Cell density map:
11 x 11 tiles, from black (low) to pale yellow (high), 0 to 100% covered.
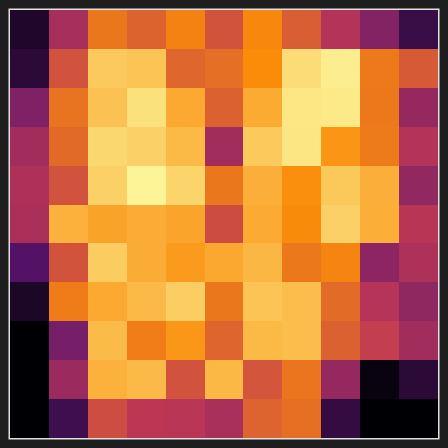
Metal layers overlaid:
The bar under the picture is 20 um long. Only two layers are drawn.
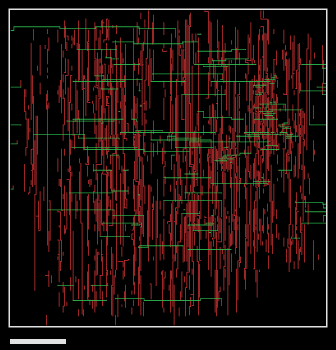
Sequential cells grouped by signal name:
The bar under the picture is 20 um long. Other sequential cells in the stronger gray, the rest of the logic in the fainter gray.
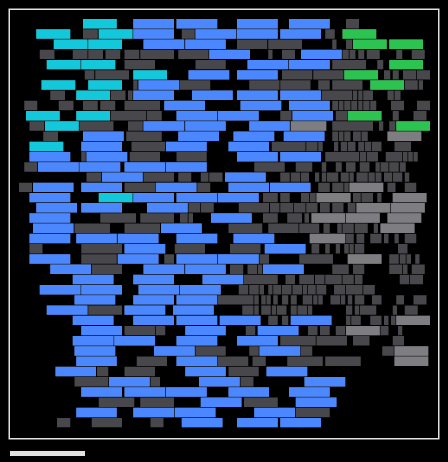
===== src/rtl/router_fifo.sv =====
// Per-port output FIFO of the 1x3 router. Entries carry a header tag so the read side
// can track packet length and idle the output bus after the parity byte.
module router_fifo #(
    parameter int unsigned WIDTH  = 8,
    parameter int unsigned DEPTH  = 16,
    parameter int unsigned ADDR_W = 4
) (
    input  logic             clock,
    input  logic             reset,
    input  logic             soft_reset,
    input  logic             write_enb,
    input  logic             read_enb,
    input  logic             lfd_state,
    input  logic [WIDTH-1:0] data_in,
    output logic [WIDTH-1:0] data_out,
    output logic             full,
    output logic             empty
);

    // Header length field is [WIDTH-1:2]; one extra bit holds length + parity.
    localparam int unsigned PktW = WIDTH - 1;

    logic [WIDTH-1:0]  mem_q [DEPTH];
    logic [DEPTH-1:0]  tag_q;
    logic [ADDR_W:0]   wr_ptr_q, wr_ptr_d;
    logic [ADDR_W:0]   rd_ptr_q, rd_ptr_d;
    logic [PktW-1:0]   pkt_cnt_q, pkt_cnt_d;
    logic [WIDTH-1:0]  data_out_q, data_out_d;

    logic              wr_ok, rd_ok;
    logic [ADDR_W-1:0] wr_idx, rd_idx;
    logic [WIDTH-1:0]  rd_byte;
    logic              rd_tag;

    assign empty = (wr_ptr_q == rd_ptr_q);
    assign full  = (wr_ptr_q[ADDR_W] != rd_ptr_q[ADDR_W]) &&
                   (wr_ptr_q[ADDR_W-1:0] == rd_ptr_q[ADDR_W-1:0]);

    assign wr_ok    = write_enb && !full;
    assign rd_ok    = read_enb && !empty;
    assign wr_idx   = wr_ptr_q[ADDR_W-1:0];
    assign rd_idx   = rd_ptr_q[ADDR_W-1:0];
    assign rd_byte  = mem_q[rd_idx];
    assign rd_tag   = tag_q[rd_idx];
    assign data_out = data_out_q;

    always_comb begin
        wr_ptr_d   = wr_ptr_q;
        rd_ptr_d   = rd_ptr_q;
        pkt_cnt_d  = pkt_cnt_q;
        data_out_d = data_out_q;
        if (soft_reset) begin
            wr_ptr_d   = '0;
            rd_ptr_d   = '0;
            pkt_cnt_d  = '0;
            data_out_d = '0;
        end else begin
            if (wr_ok) begin
                wr_ptr_d = wr_ptr_q + 1'b1;
            end
            if (rd_ok) begin
                rd_ptr_d   = rd_ptr_q + 1'b1;
                data_out_d = rd_byte;
                if (rd_tag) begin
                    pkt_cnt_d = {1'b0, rd_byte[WIDTH-1:2]} + PktW'(1);
                end else if (pkt_cnt_q != '0) begin
                    pkt_cnt_d = pkt_cnt_q - PktW'(1);
                end
            end else if (pkt_cnt_q == '0) begin
                // Drive an idle bus once the packet's parity byte has gone out.
                data_out_d = '0;
            end
        end
    end

    always_ff @(posedge clock or posedge reset) begin
        if (reset) begin
            wr_ptr_q   <= '0;
            rd_ptr_q   <= '0;
            pkt_cnt_q  <= '0;
            data_out_q <= '0;
        end else begin
            wr_ptr_q   <= wr_ptr_d;
            rd_ptr_q   <= rd_ptr_d;
            pkt_cnt_q  <= pkt_cnt_d;
            data_out_q <= data_out_d;
        end
    end

    // Tags are reset so a stale header mark can never survive a hard reset.
    always_ff @(posedge clock or posedge reset) begin
        if (reset) begin
            tag_q <= '0;
        end else if (wr_ok && !soft_reset) begin
            tag_q[wr_idx] <= lfd_state;
        end
    end

    always_ff @(posedge clock) begin
        if (wr_ok && !soft_reset) begin
            mem_q[wr_idx] <= data_in;
        end
    end

endmodule

===== config.mk =====
export PLATFORM = sky130hd
export DESIGN_NAME = router_fifo
export DESIGN_NICKNAME = d
export VERILOG_FILES = /design/src/rtl/router_fifo.sv
export SDC_FILE = /design/constraint.sdc
export NUM_CORES = 1
export LEC_CHECK = 0
export CAP_MARGIN = 20
export CORE_MARGIN = 2
export CORE_UTILIZATION = 60
export DETAILED_ROUTE_END_ITERATION = 12
export PLACE_DENSITY = 0.78
export SYNTH_ARGS = -nofsm -noshare
export SYNTH_HDL_FRONTEND = slang
export SYNTH_SLANG_ARGS = --single-unit

===== constraint.sdc =====
create_clock -name clock -period 3.8 [get_ports clock]
set_clock_uncertainty 0.05 [all_clocks]
set_input_delay 0.76 -clock clock [delete_from_list [all_inputs] [get_ports clock]]
set_output_delay 0.76 -clock clock [all_outputs]
set_load 0.005 [all_outputs]

==> changes_impl.md <==
### Physical design

* Final GP Congestion at 0.986
* Switching part of the total power at 26.6%
* First drt pass iteration count at 7
* Clock transition at path regs at roughly 70 ps
* # rows at about 40
* Setup TNS at 0 ps
* DR vias/cell at 6.51
* Hold Path Origin: tag_q[3]$_DFFE_PP0P_
* Inst Count DP at approximately 590
* Total CTS buffers at 17
* CP top delay family: buffers and inverters
* Sequential Area at about 4900 um^2
* MUX area fraction at between 10% and 20%
* Design area at between 8000 and 9000 um^2
* Cell Chain, Critical Path: buf_4 > xnor2_1 > nand4_1 > nor2_1 > clkdlybuf4s50_1
* Yosys stat chip area at roughly 7200 um^2
* Main area contributors: edfxtp_1, dfrtp_1, mux4_2
* Die span in x at between 100 and 150 um
* Post-layout period usage at between 80% and 90%
* Clock buffer cells at 18
* Synth warn at 0
* Met3 GRT Util at around 6.6%
* Status: completed
* Late-Pin Clk Latency at about 430 ps
* NetSw at around 1.2 mW
* Critical path class: flop to primary output
* Comb. pwr at 0.797 mW
* Worst EP required at approximately 3000 ps
* Peak supply drop at 302 uV
* Worst hold path class: flop to flop
* Reg2Reg Setup Slack at ~830 ps
* R2R cell count at 7
* Worst-margin pin slew at between 900 and 1000 ps
* Number of enable flip-flop cells at ~130
* Hold Vio Cnt, Final at 0
* Clock group at 1.68 mW
* Postcts setup bufs at 0
* Tap cells at 147
* Antenna violations before repair at 0
* Sink Count at around 170
* XOR/XNOR Area Share at 2.06%
* Fraction of area in multi-input gates at around a quarter
* Synth Register Bits at 169
* Commonest cells in the netlist: edfxtp_1, dfrtp_1, nor2_1
* Comb. cell area at 2180 um^2
* Top_reg_cell synth: edfxtp_1
* Worst hold path endpoint: tag_q[3]$_DFFE_PP0P_
* Grt total ovfl at 0
* Met2 GRT Util at between 40% and 50%
* Fa+ha+maj area frac at ~1.4%
* Cells after Synth at 419
* Yosys cell count at approximately 420
* Slowest-stage cell, CP: dfrtp_2
* Chip Area at about 13000 um^2
* Yosys cell types at around 52
* Inverters at 8
* Top-count cell post-synth: edfxtp_1
* Worst Slack Setup Final at between 500 and 600 ps
* Largest reg by FF count: mem_q
* GR peak layer: met2
* Placement Setup Slack at just over 900 ps
* Layout Nets at approximately 480
* Leading power group: sequential cells
* Cell type with the largest total area: edfxtp_1
* Worst Hold Path Cells at 1
* Signal buf overhead at under 10%
* Largest net degree at the start of global routing at 29
* CTS Buffer Depth at 2
* Crit. End Element: primary output
* Syn_area_per_cell at 17.3 um^2
* Met1 WL at approximately 6400 um
* Simple share at under 10%
* R2R Path End: pkt_cnt_q[2]$_DFFE_PP0P_
* CTS tree: built
* Largest stage delay on the critical path at about 640 ps
* F_max at approximately 0.31 GHz
* CP Launch Point: rd_ptr_q[0]$_DFFE_PP0P_
* Comb area leader: multiplexers
* Comb_multi_in at roughly 220
* Post-Layout Cell Count at about 620
* Log Warnings at 30
* Htree depth at 4
* Clock power share at between 30% and 40%
* Share of flip-flops with an asynchronous set or reset at 24.3%
* CTS Hold Bufs at 0
* Wire length on met3 at 1100 um
* Buffers on Ports at 23
* Critical Path AT at approximately 2400 ps
* Iter 0 DRT Violations at about 480
* Sequential fraction of the synthesis area at between 60% and 70%
* Layout clock area frac at approximately 7%
* First-pass GRT wire length at between 20000 and 25000 um
* RR Startpoint: rd_ptr_q[1]$_DFFE_PP0P_
* Max reg flops at roughly 130
* Hold Worst Slack at roughly 460 ps
* Post-synth top area share at between 50% and 60%
* Pleak at 2.88 nW
* DRT antenna net count at 0
* Slew HR at 38.1%
* Setup crit end: full
* Pwr Density at around 560 nW/um^2
* Flip-flops at approximately 170
* Final setup violation count at 0
* Diode count at 0
* WL met2 at between 7000 and 8000 um
* Tmin final at 3230 ps
* Most frequent cells in the layout: edfxtp_1, dfrtp_1, nor2_1
* Max Cap Violations at 0
* Fillers at around 760
* Ports at 24
* Total power at 4.62 mW
* Mapped Nets at about 440
* Clk root buf: clkbuf_16
* Detail Placement HPWL at 9560 um
* Routing usage on met1 at between 30% and 40%
* Fin. max-slew vios at 0
-- 'cell density map' (at the start) --
4.1% of the tiles are nearly empty. The emptiest ninth of the die: south-east. 39% of the tiles are over 75% full. The fullest tile reaches 98%. The mean over all tiles is 62%.
post-layout util: 69.3%
core area: 11900 um^2
FP Util: 60.7%

-- 'metal layers overlaid' (at the start) --
Key: metal 2 = red [wire length 7460 um]; metal 3 = green [wire length 1100 um]
DRT Wirelength: 15400 um
GRT Total Usage: 26.3%
Avg WL per Cell: 24.8 um

-- 'sequential cells grouped by signal name' (at the start) --
Key: mem_q = blue [flops 128]; tag_q = cyan [flops 16, where north-west]; data_out = green [flops 8, where north-east]
seq pwr: 2.14 mW
flop share of the area: 59.0%

Power figures rest on the tool's default switching activity, not on a simulated workload.
